[src/rtl/txt_ctrl_pkg.sv]
// txt_ctrl_pkg: parser states, screen geometry, clear command byte and blank character shared by text_write_ctrl
package txt_ctrl_pkg;
  typedef enum logic [2:0] {S_COL, S_ROW, S_CHAR, S_TERM, S_CLEAR} state_e;
  localparam int SCR_COLS = 80;
  localparam int SCR_ROWS = 30;
  localparam int COL_W = 7;
  localparam int ROW_W = 5;
  localparam int CHAR_W = 7;
  localparam int BYTE_W = 8;
  localparam logic [BYTE_W-1:0] CLEAR_CMD = 8'hFF;
  localparam logic [CHAR_W-1:0] CLEAR_CHAR = 7'h20;
endpackage

[src/rtl/rx_byte_fifo.sv]
// rx_byte_fifo: byte FIFO (ports: push_i/data_i in, pop_i/data_o out, full_o, empty_o, overflow_o flags a dropped push)
module rx_byte_fifo #(
  parameter int W = 8,
  parameter int DEPTH = 2
) (
  input  logic         clk_i,
  input  logic         rstn_i,
  input  logic         push_i,
  input  logic         pop_i,
  input  logic [W-1:0] data_i,
  output logic [W-1:0] data_o,
  output logic         full_o,
  output logic         empty_o,
  output logic         overflow_o
);
  localparam int AW = (DEPTH > 1) ? $clog2(DEPTH) : 1;
  logic [W-1:0] mem_q [DEPTH];
  logic [AW-1:0] wp_q, rp_q;
  logic [AW:0] cnt_q;
  logic do_push, do_pop;
  assign empty_o = cnt_q == '0;
  assign full_o = cnt_q == (AW+1)'(DEPTH);
  assign do_pop = pop_i && !empty_o;
  assign do_push = push_i && (!full_o || do_pop);
  assign overflow_o = push_i && full_o && !do_pop;
  assign data_o = mem_q[rp_q];
  always_ff @(posedge clk_i)
    if (do_push) mem_q[wp_q] <= data_i;
  always_ff @(posedge clk_i or negedge rstn_i)
    if (!rstn_i) begin
      wp_q <= '0;
      rp_q <= '0;
      cnt_q <= '0;
    end else begin
      if (do_push) wp_q <= wp_q == AW'(DEPTH - 1) ? '0 : wp_q + 1'b1;
      if (do_pop) rp_q <= rp_q == AW'(DEPTH - 1) ? '0 : rp_q + 1'b1;
      cnt_q <= cnt_q + (AW+1)'(do_push) - (AW+1)'(do_pop);
    end
endmodule

[src/rtl/text_write_ctrl.sv]
// text_write_ctrl: UART bytes (rx_valid_i/rx_data_i) -> cell-write frames and clear engine on the buffer port (wr_en_o/col_w_o/row_w_o/din_o), busy_o during clear, err_o pulse; TXT_CTRL_TIMEOUT_EN adds an inter-byte timeout
module text_write_ctrl #(
  parameter int N_COL = txt_ctrl_pkg::SCR_COLS,
  parameter int N_ROW = txt_ctrl_pkg::SCR_ROWS,
  parameter int N_COL_WIDTH = txt_ctrl_pkg::COL_W,
  parameter int N_ROW_WIDTH = txt_ctrl_pkg::ROW_W,
  parameter int N_CHARS_WIDTH = txt_ctrl_pkg::CHAR_W,
  parameter int UART_DATA_WIDTH = txt_ctrl_pkg::BYTE_W,
  parameter logic [N_CHARS_WIDTH-1:0] CLEAR_CHAR = txt_ctrl_pkg::CLEAR_CHAR,
  parameter int TIMEOUT_CYCLES = 250000
) (
  input  logic                       clk_i,
  input  logic                       rstn_i,
  input  logic                       rx_valid_i,
  input  logic [UART_DATA_WIDTH-1:0] rx_data_i,
  output logic                       wr_en_o,
  output logic [N_COL_WIDTH-1:0]     col_w_o,
  output logic [N_ROW_WIDTH-1:0]     row_w_o,
  output logic [N_CHARS_WIDTH-1:0]   din_o,
  output logic                       busy_o,
  output logic                       err_o
);
  import txt_ctrl_pkg::*;
  state_e state_q, state_d;
  logic rxv_q, ferr_q, ferr_d;
  logic [N_COL_WIDTH-1:0] fcol_q, fcol_d, ccol_q, ccol_d, col_d, ccur;
  logic [N_ROW_WIDTH-1:0] frow_q, frow_d, crow_q, crow_d, row_d, rcur;
  logic [N_CHARS_WIDTH-1:0] din_d;
  logic [UART_DATA_WIDTH-1:0] b, bcol;
  logic wr_en_d, busy_d, err_d, empty, full, ovf, pop, clr_go, last, row_bad;
  rx_byte_fifo #(.W(UART_DATA_WIDTH), .DEPTH(2)) u_fifo (
    .clk_i(clk_i),
    .rstn_i(rstn_i),
    .push_i(rx_valid_i && !rxv_q),
    .pop_i(pop),
    .data_i(rx_data_i),
    .data_o(b),
    .full_o(full),
    .empty_o(empty),
    .overflow_o(ovf)
  );
  assign pop = !empty && state_q != S_CLEAR;
  assign clr_go = pop && state_q == S_COL && b == CLEAR_CMD;
  assign ccur = state_q == S_CLEAR ? ccol_q : '0;
  assign rcur = state_q == S_CLEAR ? crow_q : '0;
  assign last = ccur == N_COL_WIDTH'(N_COL - 1) && rcur == N_ROW_WIDTH'(N_ROW - 1);
  assign bcol = b >= UART_DATA_WIDTH'(N_COL) ? b - UART_DATA_WIDTH'(N_COL) : b;
  assign row_bad = (b >> N_ROW_WIDTH) != '0 || b[N_ROW_WIDTH-1:0] >= N_ROW_WIDTH'(N_ROW);
`ifdef TXT_CTRL_TIMEOUT_EN
  localparam int TW = $clog2(TIMEOUT_CYCLES + 1);
  logic [TW-1:0] idle_q;
  logic tmo;
  assign tmo = idle_q == TW'(TIMEOUT_CYCLES);
  always_ff @(posedge clk_i or negedge rstn_i)
    if (!rstn_i) idle_q <= '0;
    else idle_q <= (empty && !tmo && state_q inside {S_ROW, S_CHAR, S_TERM}) ? idle_q + TW'(1) : '0;
`endif
  always_comb begin
    state_d = state_q;
    ferr_d = ferr_q;
    fcol_d = fcol_q;
    frow_d = frow_q;
    ccol_d = ccol_q;
    crow_d = crow_q;
    col_d = col_w_o;
    row_d = row_w_o;
    din_d = din_o;
    wr_en_d = 1'b0;
    busy_d = 1'b0;
    err_d = ovf;
    if (state_q == S_CLEAR || clr_go) begin
      wr_en_d = 1'b1;
      busy_d = 1'b1;
      col_d = ccur;
      row_d = rcur;
      din_d = CLEAR_CHAR;
      ccol_d = ccur == N_COL_WIDTH'(N_COL - 1) ? '0 : ccur + 1'b1;
      crow_d = ccur == N_COL_WIDTH'(N_COL - 1) ? rcur + 1'b1 : rcur;
      state_d = (state_q == S_CLEAR && last) ? S_TERM : S_CLEAR;
    end else if (pop) begin
      case (state_q)
        S_COL: begin
          fcol_d = N_COL_WIDTH'(bcol);
          ferr_d = b[UART_DATA_WIDTH-1];
          state_d = S_ROW;
        end
        S_ROW: begin
          frow_d = b[N_ROW_WIDTH-1:0];
          ferr_d = ferr_q || row_bad;
          state_d = S_CHAR;
        end
        S_CHAR: begin
          wr_en_d = !ferr_q;
          err_d = ovf || ferr_q;
          col_d = ferr_q ? col_w_o : fcol_q;
          row_d = ferr_q ? row_w_o : frow_q;
          din_d = ferr_q ? din_o : b[N_CHARS_WIDTH-1:0];
          state_d = S_TERM;
        end
        default: begin
          ferr_d = 1'b0;
          state_d = S_COL;
        end
      endcase
    end
`ifdef TXT_CTRL_TIMEOUT_EN
    if (tmo) begin
      state_d = S_COL;
      ferr_d = 1'b0;
      err_d = 1'b1;
    end
`endif
  end
  always_ff @(posedge clk_i or negedge rstn_i)
    if (!rstn_i) begin
      state_q <= S_COL;
      rxv_q <= 1'b0;
      ferr_q <= 1'b0;
      fcol_q <= '0;
      frow_q <= '0;
      ccol_q <= '0;
      crow_q <= '0;
      wr_en_o <= 1'b0;
      col_w_o <= '0;
      row_w_o <= '0;
      din_o <= '0;
      busy_o <= 1'b0;
      err_o <= 1'b0;
    end else begin
      state_q <= state_d;
      rxv_q <= rx_valid_i;
      ferr_q <= ferr_d;
      fcol_q <= fcol_d;
      frow_q <= frow_d;
      ccol_q <= ccol_d;
      crow_q <= crow_d;
      wr_en_o <= wr_en_d;
      col_w_o <= col_d;
      row_w_o <= row_d;
      din_o <= din_d;
      busy_o <= busy_d;
      err_o <= err_d;
    end
endmodule

[config.mk]
export PLATFORM = sky130hd
export DESIGN_NAME = text_write_ctrl
export DESIGN_NICKNAME = d
export VERILOG_FILES = /design/src/rtl/txt_ctrl_pkg.sv /design/src/rtl/rx_byte_fifo.sv /design/src/rtl/text_write_ctrl.sv
export SDC_FILE = /design/constraint.sdc
export NUM_CORES = 1
export LEC_CHECK = 0
export CAP_MARGIN = 20
export CELL_PAD_IN_SITES_DETAIL_PLACEMENT = 0
export CELL_PAD_IN_SITES_GLOBAL_PLACEMENT = 1
export CORE_MARGIN = 4
export CORE_UTILIZATION = 42
export DETAILED_ROUTE_END_ITERATION = 8
export PLACE_DENSITY = 0.73
export SETUP_SLACK_MARGIN = 0.1
export SLEW_MARGIN = 20
export SYNTH_ARGS = -nofsm -noshare
export SYNTH_HDL_FRONTEND = slang
export SYNTH_HIERARCHICAL = 1
export SYNTH_SLANG_ARGS = --single-unit
[constraint.sdc]
create_clock -name clk_i -period 2.4 [get_ports clk_i]
set_input_delay 0.36 -clock clk_i [delete_from_list [all_inputs] [get_ports clk_i]]
set_output_delay 0.36 -clock clk_i [all_outputs]
set_load 0.05 [all_outputs]
==> notes.md, run 1 <==
yosys + openroad results -> Synthesis Warnings 6, via/cell ratio 5.143, Comb power frac 0.465, Routed Antenna Nets 0, Synth Cell Area 3417 µm², Area after DPL 3874 µm², initial antenna violation count 0, Iter 0 DRT Violations 148, Max Slew Vio Count 0, unrepaired setup endpoints after global routing false, syn_nets 300, stage-log warning count 29, Area growth, synth to finish 19.55%, Die Wd 98.20 µm, switching part of the total 0.3976, Fmax about 0.45 GHz, Clock Path Buffers 2, worst hold path type in2async, WS Path Type reg2reg, Max-slew headroom 0.5306, slowest cell delay on critical path around 0.43 ns, number of I/O port buffers 32, internal power 3.149 mW, Leak about 1.7 nW, Bufs and invs on worst path 1, Core ar. 7807 µm², share of cells above drive strength 1 0.2085, met1 WL 3200 µm, CP arrival 2.42 ns, # DRC 0, first-pass iteration count of the detailed router 4, Layout Cells excl Fill roughly 430, final worst path period need 2.199 ns, Setup WS post-layout 0.2012 ns, Seq pwr share 0.362, Routed met3 length about 300 µm, CTS clk-pin slew, worst paths approximately 0.07 ns, critical-path maximum fanout 20, DR WL/cell 15.74 µm, period utilization 0.9162, power per cell area 1280 nW/µm², outcome complete, no violations, Clock Sinks 71, # diodes 0, FF-to-FF setup slack a little over 0.2 ns, Detail Placement HPWL 4855 µm, met2 WL post-DR 3269 µm, Avg Cell Area, Syn between 10 and 15 µm², die height 98.20 µm, Placed Cells around 420, Clk pwr share 0.173, VDD IR max 0.7648 mV, critical path's slowest cell dfrtp_2, CTS tree built, Total GRT Usage 0.1498, Hold WS 0.1495 ns, switching power 2.079 mW, Clock Tree Root clkbuf_8, CTS Hold Bufs 0, vias in the first global route 2,288, Cell Rows 32, pin count of the biggest net entering global routing 56, Fin Setup TNS 0 ns, overall power roughly 5.2 mW, Crit path required time 2.62 ns, worst-margin pin slew 0.7040 ns, Critical Path Source Type flop, CP delay by family, top AND-OR/OR-AND gates, htree depth 3, GRT Residual Overflow 0, full die area about 9600 µm², Final setup viols 0, Gate Count Post-Synth ~280, post-layout util 0.5232, Top Layer Used met4, crit path capture type flop, global-route wire length before repair 11,560 µm, endpoints failing hold 0, I/O pins 33, clk ins delay skew pair 0.34 ns, pre-CTS setup slack 0.04853 ns, GPL Wtd Cong 0.7694, max cap viols 0, crit path cell chain mux2_2 > ha_1 > and4_1 > a31oi_2 > buf_12 > nand2_4 > o22a_1, Finished Cell Area 4085 µm², NumNets Final 345, clock skew 0.01377 ns, fp util 0.4377, cts bufs inserted 9
-- run 1: power by group through the flow --
stage          Combinational (mW)  Clock (mW)  Sequential, mW
2_1_floorplan                1.22           0            2.43
3_3_place_gp                 2.40           0            1.91
3_5_place_dp                 2.44           0            1.91
4_1_cts                      2.44       0.937            1.89
5_1_grt                      2.61       0.988            1.94
6_report                     2.43       0.903            1.89
-- run 1: sequential cells by signal (all words and copies together) (netlist names), 3 cells and up --
name / cells
col_w_o: 7
crow_q: 5
row_w_o: 5
fcol_q: 7
u_fifo/mem_q: 16
state_q: 3
frow_q: 5
ccol_q: 7
din_o: 7
-- run 1: layer usage --
layer	vias to the layer above	track usage
met1	1080	0.2015
met4	0	0.02836
li1	1102	-
met5	-	0
met3	7	0.04571
met2	38	0.2424
-- run 1: path summary, 6_finish.rpt --
kind	start	end	depth (start not counted)
max	u_fifo/rp_q	col_w_o[1]	7
max in group asynchronous	rstn_i	u_fifo/rp_q	2
min reg2reg	fcol_q[6]	fcol_q[6]	2
max reg2reg	u_fifo/rp_q	col_w_o[1]	7
min in group clk_i	rx_valid_i	rxv_q	1
min	rstn_i	wr_en_o	2
-- run 1: worst reg2reg max path: stages (launching register included) --
cell and delay, ns:
dfrtp_2 0.43, mux2_2 0.41, ha_1 0.22, and4_1 0.22
a31oi_2 0.22, buf_12 0.19, nand2_4 0.15, o22a_1 0.25
-- run 1: layout make-up --
cell class / count / area [µm²]
inverter: 8 / 30.03
multi-input combinational: 188 / 1439
clock inverter: 4 / 47.55
clock buffer: 12 / 135.1
fill: 725 / 3722
sequential: 71 / 1858
timing repair buffer: 48 / 447.9
tap: 102 / 127.6
-- run 1: timing repair --
item,CTS,global route
buffers inserted,0,2
resized,2,2
pin swaps,0,1
setup endpoints to repair,11,14
-- run 1: placed cells by master (no fill, tap or decap), types with 4 or more instances in the layout --
| cell | instances |
|---|---|
| o211ai_1 | 4 |
| mux2_1 | 7 |
| inv_1 | 6 |
| o21ai_0 | 14 |
| clkbuf_8 | 9 |
| and2_1 | 4 |
| edfxtp_1 | 16 |
| a21oi_1 | 4 |
| and3_1 | 4 |
| a2bb2oi_2 | 8 |
| mux2_2 | 12 |
| mux2i_1 | 7 |
| nor2_1 | 15 |
| buf_4 | 15 |
| a31oi_1 | 4 |
| o21ai_1 | 5 |
| clkdlybuf4s50_1 | 31 |
| dfrtp_1 | 54 |
| nand3_1 | 4 |
| xnor2_1 | 5 |
| nand2_1 | 32 |
| ha_1 | 8 |
**Run 1: M1 wires**

(4 px per µm) Supply wires on this layer in grey.
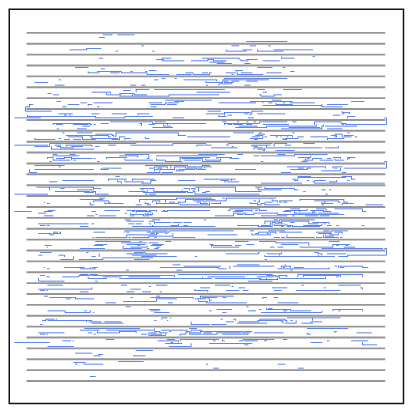
longest straight run: 23.5 µm
wire length on this layer: 3,200 µm
share of all routed wire: 47%

**Run 1: signal wires on met2**

(3 px per µm)
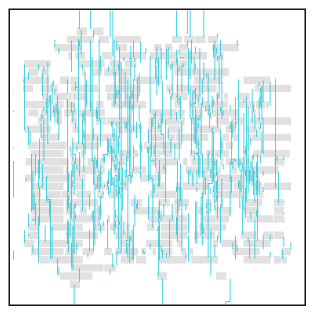
main direction: vertical
share of all routed wire: 48%
wire length on this layer: 3,270 µm
nets with wire on the layer: 281

**Run 1: metal 3**

(4 px per µm)
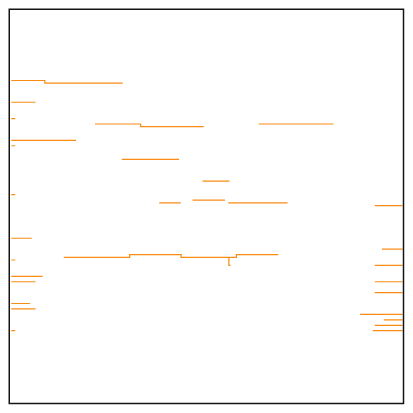
share of all routed wire: 4.3%
main direction: horizontal
nets with wire on the layer: 26
met3 GRT Util: 0.04571
Vias: 2,227
drt total wl: 6814 µm

==> run 1 -> run 2 <==
ABC_CLOCK_PERIOD_IN_PS = 2400   (was not set)
PLACE_DENSITY = not set   (was 0.73)
PLACE_DENSITY_LB_ADDON = 0.1   (was not set)
SKIP_CTS_REPAIR_TIMING = 1   (was not set)
**Run 2: placement view**

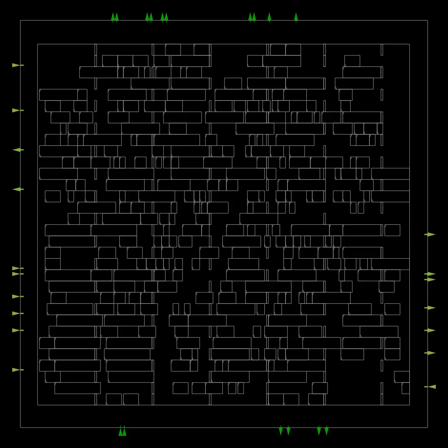
Core ar.: 7807 µm²
Layout Cells excl Fill: 433
Cell Rows: 32
Seq Cell Count: 71
post-layout util: 0.5356

==> run 2 against run 1 <==
Against the previous run: sequential power about the same; die area unchanged; global-route usage up 0.21 points; setup slack better by 0.024 ns; via count down 0.94%.
==> notes.md, run 2 <==
yosys + openroad results -> max cap viols 0, crit path capture type flop, Fill cells ~720, critical-path maximum fanout 20, Routed Antenna Nets 0, first-pass iteration count of the detailed router 5, NumNets Final 345, Finished Cell Area around 4200 µm², CTS clk-pin slew, worst paths approximately 0.080 ns, Fin Setup TNS 0 ns, Placed Cells 416, period utilization 0.9064, share of cells above drive strength 1 0.2175, Leak between 1.5 and 2 nW, CP arrival 2.41 ns, outcome complete, no violations, Critical Path Source Type flop, VDD IR max 0.7303 mV, die height 98.20 µm, Synthesis Warnings 6, via/cell ratio 5.095, critical path's slowest cell dfrtp_2, Max-slew headroom 0.6531, stage-log warning count 30, Register Area 1858 µm², number of I/O port buffers 32, Die Wd between 90 and 100 µm, fp util 0.4377, Crit path required time 2.63 ns, Clock Tree Root clkbuf_8, Max Slew Vio Count 0, GRT Residual Overflow 0, # diodes 0, Detail Placement HPWL slightly below 5000 µm, syn_nets 300, Area after DPL slightly below 4000 µm², GPL Wtd Cong between 0.7 and 0.8, # DRC 0, Top reg by flops u_fifo/mem_q, Gate Count Post-Synth 281, pin count of the biggest net entering global routing 25, Setup WS post-layout 0.2247 ns, Clock Path Buffers 2, power per cell area roughly 1300 nW/µm², cts bufs inserted 9, unrepaired setup endpoints after global routing true, drt total wl 6829 µm, Iter 0 DRT Violations 78, Bufs and invs on worst path 1, WS Path Type reg2reg, clk ins delay skew pair ~0.34 ns, full die area between 9000 and 10,000 µm², CTS tree built, clock skew between 0.007 and 0.008 ns, crit path cell chain mux2_2 > ha_1 > and4_1 > a31oi_2 > buf_12 > nand2_4 > o22a_1, Clock Sinks 71, Synth Cell Area 3417 µm², vias in the first global route ~2.3k, Fmax 0.4597 GHz, Final setup viols 0, most numerous logic cell after layout dfrtp_1, I/O pins 33, htree depth 3, endpoints failing hold 0, global-route wire length before repair 11,510 µm, Total GRT Usage 0.1519, Comb area 1441 µm², DR WL/cell about 16 µm, max FFs per register 16, worst hold path type in2async, worst-margin pin slew 0.5187 ns, Hold WS 0.4549 ns, final worst path period need 2.175 ns, overall power 5.568 mW, Area growth, synth to finish 22.37%, CP delay by family, top AND-OR/OR-AND gates, Vias 2,206, most numerous logic cells after layout 54 x dfrtp_1, 32 x nand2_1, 31 x clkdlybuf4s50_1, initial antenna violation count 0, slowest cell delay on critical path between 0.4 and 0.5 ns, Avg Cell Area, Syn 12.16 µm², pre-CTS setup slack 0.07270 ns
==> run 2: netlist changes by cell type in the layout (fill, tap and decap cells not counted), sizes merged <==
cell / change
clkinv: -2
bufinv: +2
dlygate4sd3: +1
buf: -1
==> run 2: final timing paths <==
| kind | startpoint | end | slack (ns) | cells after the start |
|---|---|---|---|---|
| min | rstn_i | wr_en_o | 0.45 | 2 |
| max in group asynchronous | rstn_i | fcol_q[1] | 1.29 | 3 |
| min reg2reg | fcol_q[6] | fcol_q[6] | 0.48 | 2 |
| min in group clk_i | rx_valid_i | rxv_q | 0.48 | 1 |
| max | u_fifo/rp_q | col_w_o[0] | 0.22 | 7 |
| max reg2reg | u_fifo/rp_q | col_w_o[0] | 0.22 | 7 |
==> run 2: worst register-to-register path: stages (launching register included) <==
cell and delay, ns:
dfrtp_2 0.41, mux2_2 0.41, ha_1 0.22, and4_1 0.23, a31oi_2 0.22, buf_12 0.18, nand2_4 0.14, o22a_1 0.25
==> run 2: area by class of cell <==
class / count / share of cell area
Multi-Input combinational cell: 188 / 0.3447
Timing Repair Buffer: 48 / 0.1077
Tap cell: 102 / 0.03052
Clock inverter: 4 / 0.02334
Clock buffer: 12 / 0.04219
Sequential cell: 71 / 0.4443
Inverter: 8 / 0.007181
==> run 2: per-layer routing <==
metal  vias to the layer above  GRT usage  part of all wire
met5                         -          0                 0
met4                         0    0.04097             0.011
met3                         6    0.04071             0.033
met2                        32     0.2586              0.50
met1                      1053     0.1915              0.45
li1                       1115          -                 -
==> run 2: power by group <==
part           internal, mW  switching, mW  total, mW
clock network         0.811          0.450       1.26
logic                  1.04           1.39       2.43
registers              1.63          0.244       1.88
Power figures rest on the tool's default switching activity, not on a simulated workload.
